### config.mk
export PLATFORM = sky130hd
export DESIGN_NAME = spi_master_sequencer
export DESIGN_NICKNAME = d
export VERILOG_FILES = /design/src/rtl/spi_master_sequencer.sv
export SDC_FILE = /design/constraint.sdc
export NUM_CORES = 1
export LEC_CHECK = 0
export ABC_AREA = 1
export CORE_UTILIZATION = 25
export CTS_CLUSTER_DIAMETER = 200
export CTS_CLUSTER_SIZE = 24
export DETAILED_ROUTE_END_ITERATION = 8
export SLEW_MARGIN = 20
export SYNTH_ARGS = -nofsm -noshare
export SYNTH_HDL_FRONTEND = slang
export SYNTH_SLANG_ARGS = --single-unit
### constraint.sdc
create_clock -name clk -period 2.8 [get_ports clk]
set_clock_uncertainty 0.1 [all_clocks]
set_input_delay 0.28 -clock clk [delete_from_list [all_inputs] [get_ports clk]]
set_output_delay 0.28 -clock clk [all_outputs]
set_load 0.01 [all_outputs]
### src/rtl/spi_master_sequencer.sv
// SPI master frame sequencer: frames fixed-length mode-0 transfers with cs setup/hold/idle gaps
// and a one-deep pending slot for starts that arrive mid-frame.
module spi_master_sequencer #(
  parameter int unsigned DATA_WIDTH      = 64,
  parameter int unsigned SCLK_HALFPERIOD = 1,
  parameter int unsigned CS_SETUP        = 1,
  parameter int unsigned CS_HOLD         = 1,
  parameter int unsigned CS_IDLE         = 2,
  localparam int unsigned BW = (DATA_WIDTH > 1) ? $clog2(DATA_WIDTH) : 1
) (
  input  logic          clk,
  input  logic          rst,
  input  logic          start_transaction,
  output logic          busy,
  output logic          done,
  output logic          overrun,
  output logic          cs,
  output logic          sclk,
  output logic [BW-1:0] bit_index
);

  localparam int unsigned M1 = (SCLK_HALFPERIOD > CS_SETUP) ? SCLK_HALFPERIOD : CS_SETUP;
  localparam int unsigned M2 = (CS_HOLD > CS_IDLE) ? CS_HOLD : CS_IDLE;
  localparam int unsigned CMAX = (M1 > M2) ? M1 : M2;
  localparam int unsigned CW = $clog2(CMAX + 1);

  typedef enum logic [2:0] {IDLE, SETUP, SHIFT, HOLD, GAP} state_t;

  state_t        state, state_n;
  logic [CW-1:0] cnt, cnt_n;
  logic [BW-1:0] bit_n;
  logic          sclk_n, last, last_n, pending, pending_n;
  logic          done_n, overrun_n, cs_n, busy_n, consume;

  // Next-state, counters and next values of all registered outputs
  always_comb begin
    state_n   = state;
    cnt_n     = cnt;
    bit_n     = bit_index;
    sclk_n    = sclk;
    last_n    = last;
    pending_n = pending;
    done_n    = 1'b0;
    overrun_n = 1'b0;
    consume   = 1'b0;
    case (state)
      IDLE: begin
        if (pending) begin
          state_n   = SETUP;
          cnt_n     = '0;
          pending_n = start_transaction;
        end else if (start_transaction) begin
          state_n = SETUP;
          cnt_n   = '0;
        end
      end
      SETUP: begin
        if (cnt == CW'(CS_SETUP - 1)) begin
          state_n = SHIFT;
          cnt_n   = '0;
          sclk_n  = 1'b1;
          bit_n   = '0;
          last_n  = 1'b0;
        end else begin
          cnt_n = cnt + CW'(1);
        end
      end
      SHIFT: begin
        if (cnt == CW'(SCLK_HALFPERIOD - 1)) begin
          cnt_n = '0;
          if (sclk) begin
            // falling edge: advance bit, saturating on the final bit
            sclk_n = 1'b0;
            if (bit_index == BW'(DATA_WIDTH - 1)) last_n = 1'b1;
            else bit_n = bit_index + BW'(1);
          end else if (last) begin
            state_n = HOLD;
            bit_n   = '0;
            last_n  = 1'b0;
          end else begin
            sclk_n = 1'b1;
          end
        end else begin
          cnt_n = cnt + CW'(1);
        end
      end
      HOLD: begin
        if (cnt == CW'(CS_HOLD - 1)) begin
          state_n = GAP;
          cnt_n   = '0;
          done_n  = 1'b1;
        end else begin
          cnt_n = cnt + CW'(1);
        end
      end
      GAP: begin
        if (cnt == CW'(CS_IDLE - 1)) begin
          cnt_n = '0;
          if (pending) begin
            state_n   = SETUP;
            pending_n = 1'b0;
            consume   = 1'b1;
          end else begin
            state_n = IDLE;
          end
        end else begin
          cnt_n = cnt + CW'(1);
        end
      end
      default: state_n = IDLE;
    endcase
    // Mid-frame starts fill the pending slot; a full slot drops the request
    if (start_transaction && state != IDLE) begin
      if (consume || !pending) pending_n = 1'b1;
      else overrun_n = 1'b1;
    end
    cs_n   = (state_n == IDLE) || (state_n == GAP);
    busy_n = (state_n != IDLE);
  end

  always_ff @(posedge clk or posedge rst) begin
    if (rst) begin
      state     <= IDLE;
      cnt       <= '0;
      bit_index <= '0;
      sclk      <= 1'b0;
      last      <= 1'b0;
      pending   <= 1'b0;
      done      <= 1'b0;
      overrun   <= 1'b0;
      cs        <= 1'b1;
      busy      <= 1'b0;
    end else begin
      state     <= state_n;
      cnt       <= cnt_n;
      bit_index <= bit_n;
      sclk      <= sclk_n;
      last      <= last_n;
      pending   <= pending_n;
      done      <= done_n;
      overrun   <= overrun_n;
      cs        <= cs_n;
      busy      <= busy_n;
    end
  end

endmodule

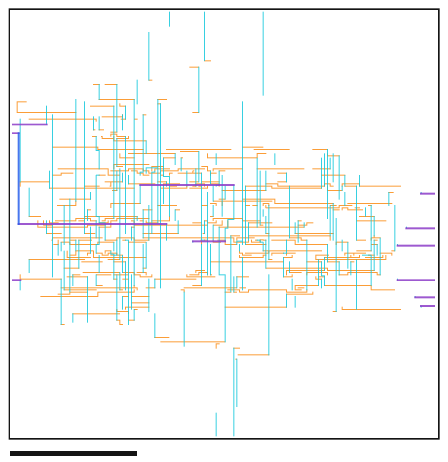
Figure 1: routed metal, one color a layer.
Bar = 20 um.
- orange: M1 (wire length 969 um)
- cyan: M2 (wire length 927 um)
- blue: M4 (wire length 14.3 um)
- purple: M3 (wire length 73.4 um)

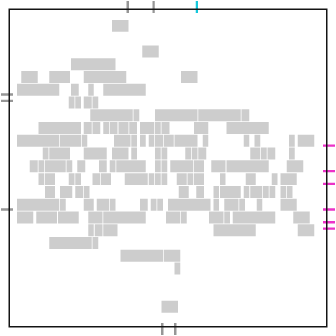
Figure 2: pin placement.
Pins as bars across the die edge, other pins in gray.
- cyan: sclk (pins 1; direction output; edge top)
- magenta: bit_index (pins 6; direction output; edge right)
- all pins by edge: 6 right, 3 left, 3 top, 2 bottom

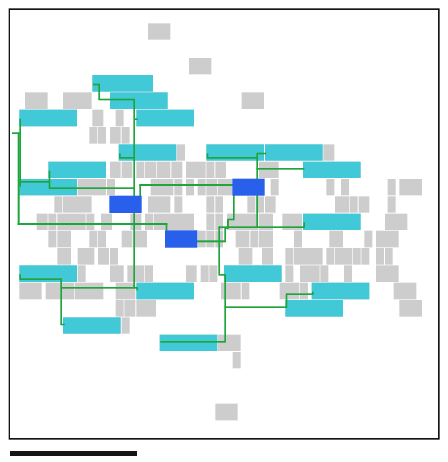
Figure 3: clock network drawn from the DEF.
Bar = 20 um.
- cyan: flip-flops (count 18)
- green: clock wires (length 269 um)
- blue: clock-net drivers (count 3)
- routed clock nets: 4
Clock Power: 215 uW
Clk pwr share: 0.435
clk latency late pin: 0.25 ns

==> run summary <==
run metrics: status=completed, DR vias=873, Post-Syn Instances=~130, DRT Wirelength=about 2000 um, chip area in the Yosys report=1066 sq um, top routing layer in use=met4, yosys stat cell total=128, Critical Path, Cell by Cell=clkdlybuf4s50_1, Critical Path Max Stage Delay=0.60 ns, ANT cells=0, asr flop ratio synth=1.000, fin area=around 1300 sq um, Worst setup EP type=output pin, Synth flops=18, FILL cells=414, Seq share, synth=0.4237, Post-Synth AOI/OAI Area=0.1115, Largest delay share family, worst path=buffers and inverters, Setup CP Type=flip-flop to output pin, met2 wire len=927 um, Commonest Layout Cell=nand2_1, Port Buffer Count=13, post-route ant nets=0, Top logic family=simple AND/OR/NAND/NOR gates, leakage=around 0.0006 uW, H-tree depth=1, core area=4058 sq um, CP bufs+invs=1, Synthesis Warnings=0, area grow syn2layout=21.71%, initial antenna violation count=0, RSZ-0062 raised after global routing=false, nets=about 150, Total GRT Usage=0.1014, fin. max-slew vios=0, Hold WC Path Type=input pin to async pin, largest net degree at the start of global routing=19, first-pass GRT wire length=3436 um, Ports=14, Distinct cells, synth=26, DP HPWL=1502 um, DR iter-0 viols=28, DRT Pass-1 Iters=4, Worst Path Max Fanout=9, Initial Utilization=0.2627, syn_area_per_cell=8.328 sq um, Post CTS Setup Buffer Count=0, Data required, critical path=2.42 ns, startpoint types=flip-flop, TritonCTS clock tree=built, OpenROAD warnings=31, CTS root buf=clkbuf_8, fmax=578.2 MHz, most instantiated logic cells after routing=25 x nand2_1, 19 x inv_1, 17 x dfrtp_1, 13 x clkdlybuf4s50_1, 12 x nor2_1, Tot Pwr=493.9 uW, syn_nets=138, DP Area=1242 sq um, Fin Setup TNS=0 ns, Multiplexer share=0, GRT overflow=0, endpoints failing setup=0, GR Layer Usage met2=0.1763, M1 WL=968 um, met3 Usage GRT=0.03041, fin cells=193, # rows=23, Pwr Density=about 380 nW/um^2, Synth Cell Area=1066 sq um, CTS resizes=0, Hold Buf Count CTS=0, yosys adder share=0.08216, gp weighted congestion=0.7465, Vias/cell=between 4 and 5, biggest area cells=dfrtp_1 40%, nand2_1 8.8%, ha_1 8.2%, inv_1 6.7%, nand4_1 5.3%, main flop type=dfrtp_1, MaxCap Viol Count=0, GR Layer Usage met1=0.1214, largest area contributor in the netlist=dfrtp_1, Clk pin slew, worst setup/hold paths=0.07 ns, die area=4529 sq um, crit path time final=1.730 ns, die width=between 60 and 70 um, Max VDD drop=approximately 0.27 mV, GR peak layer=met2, XOR/XNOR Area Share=0, worst-case clock buffer depth=2, Simple Share, Synth=0.2946, final hold violation count=0, crit share post-route=0.6177, Die Span Y=67.30 um, Synth top area share=0.3991, Max transition margin=0.5233, WL per Instance=about 10 um, Placed Cells=189, vias in the first global route=786, slew at the pin closest to its max-slew limit=~0.7 ns, # DRC=0, Worst EP arrival=1.35 ns, CP max-delay cell=clkdlybuf4s50_1, Met3 Wirelength=73 um, layout cells sized above 1=0.1189, Post-synth EDFFs=0
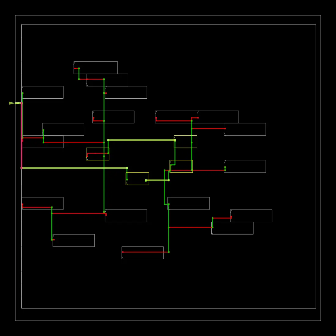
Figure 4: the clock network.
flop count: 18
Clock Sink Count: 18
total CTS buffers: 3

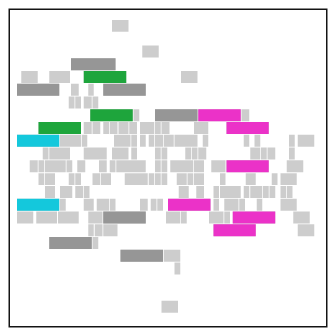
Figure 5: sequential cells colored by netlist name.
Other sequential cells in the stronger gray, the rest of the logic in the fainter gray.
- green: state (placed flops 3)
- magenta: bit_index (placed flops 6; where middle right)
- cyan: cnt (placed flops 2)
register area: 451.7 sq um
Seq/total area: 0.3481
Sequential Power: 264 uW
Finished Core Util: 0.3198

-- report_power, final --
group          switching (uW)  leakage, uW  internal, uW
sequential               1.36     0.000221           262
combinational            8.71     0.000347          6.69
clock                    89.6    0.0000288           125
total                    99.7     0.000597           394
-- final cells by class --
class | instances | area (sq um) | share of cell area
timing repair buffer | 13 | 130.1 | 0.1003
clock buffer | 4 | 55.05 | 0.04243
tap | 50 | 62.56 | 0.04822
sequential | 18 | 451.7 | 0.3481
inverter | 20 | 77.57 | 0.05979
multi-input combinational | 88 | 520.5 | 0.4012
-- final timing paths --
kind / startpoint / endpoint / slack (ns) / cells after the start
min in group clk: last$_DFFE_PP0P_ / last$_DFFE_PP0P_ / 0.40 / 2
max reg2reg: bit_index[0]$_DFFE_PP0P_ / bit_index[5]$_DFFE_PP0P_ / 1.18 / 6
min: rst / bit_index[2]$_DFFE_PP0P_ / 0.35 / 2
max in group asynchronous: rst / bit_index[5]$_DFFE_PP0P_ / 1.80 / 2
max: sclk$_DFFE_PP0P_ / sclk / 1.07 / 1
min reg2reg: last$_DFFE_PP0P_ / last$_DFFE_PP0P_ / 0.40 / 2
-- registers in the layout, summed over array words and instances (netlist names) --
name       count
state          3
pending        1
busy           1
bit_index      6
cs             1
sclk           1
done           1
last           1
overrun        1
cnt            2
-- stage by stage --
stage / worst slack, ns / hold WS (ns)
after global placement: 1.127 / 0.3753
final: 1.070 / 0.3470
after CTS: 1.045 / 0.3840
after detailed placement: 1.150 / 0.3924
after global routing: 0.9804 / 0.4285
after floorplan: 1.344 / 0.1178
-- cells in the mapped netlist (all sizes together) (2+ instances only) --
library cell and count:
nor3 2, nand4 9, ha 7, nor2 12, nand2 26, o21ai 9
nand3 13, dfrtp 17, inv 20, o211ai 2, a21oi 4
No activity file was given, so power comes from the tool's default toggle rates.
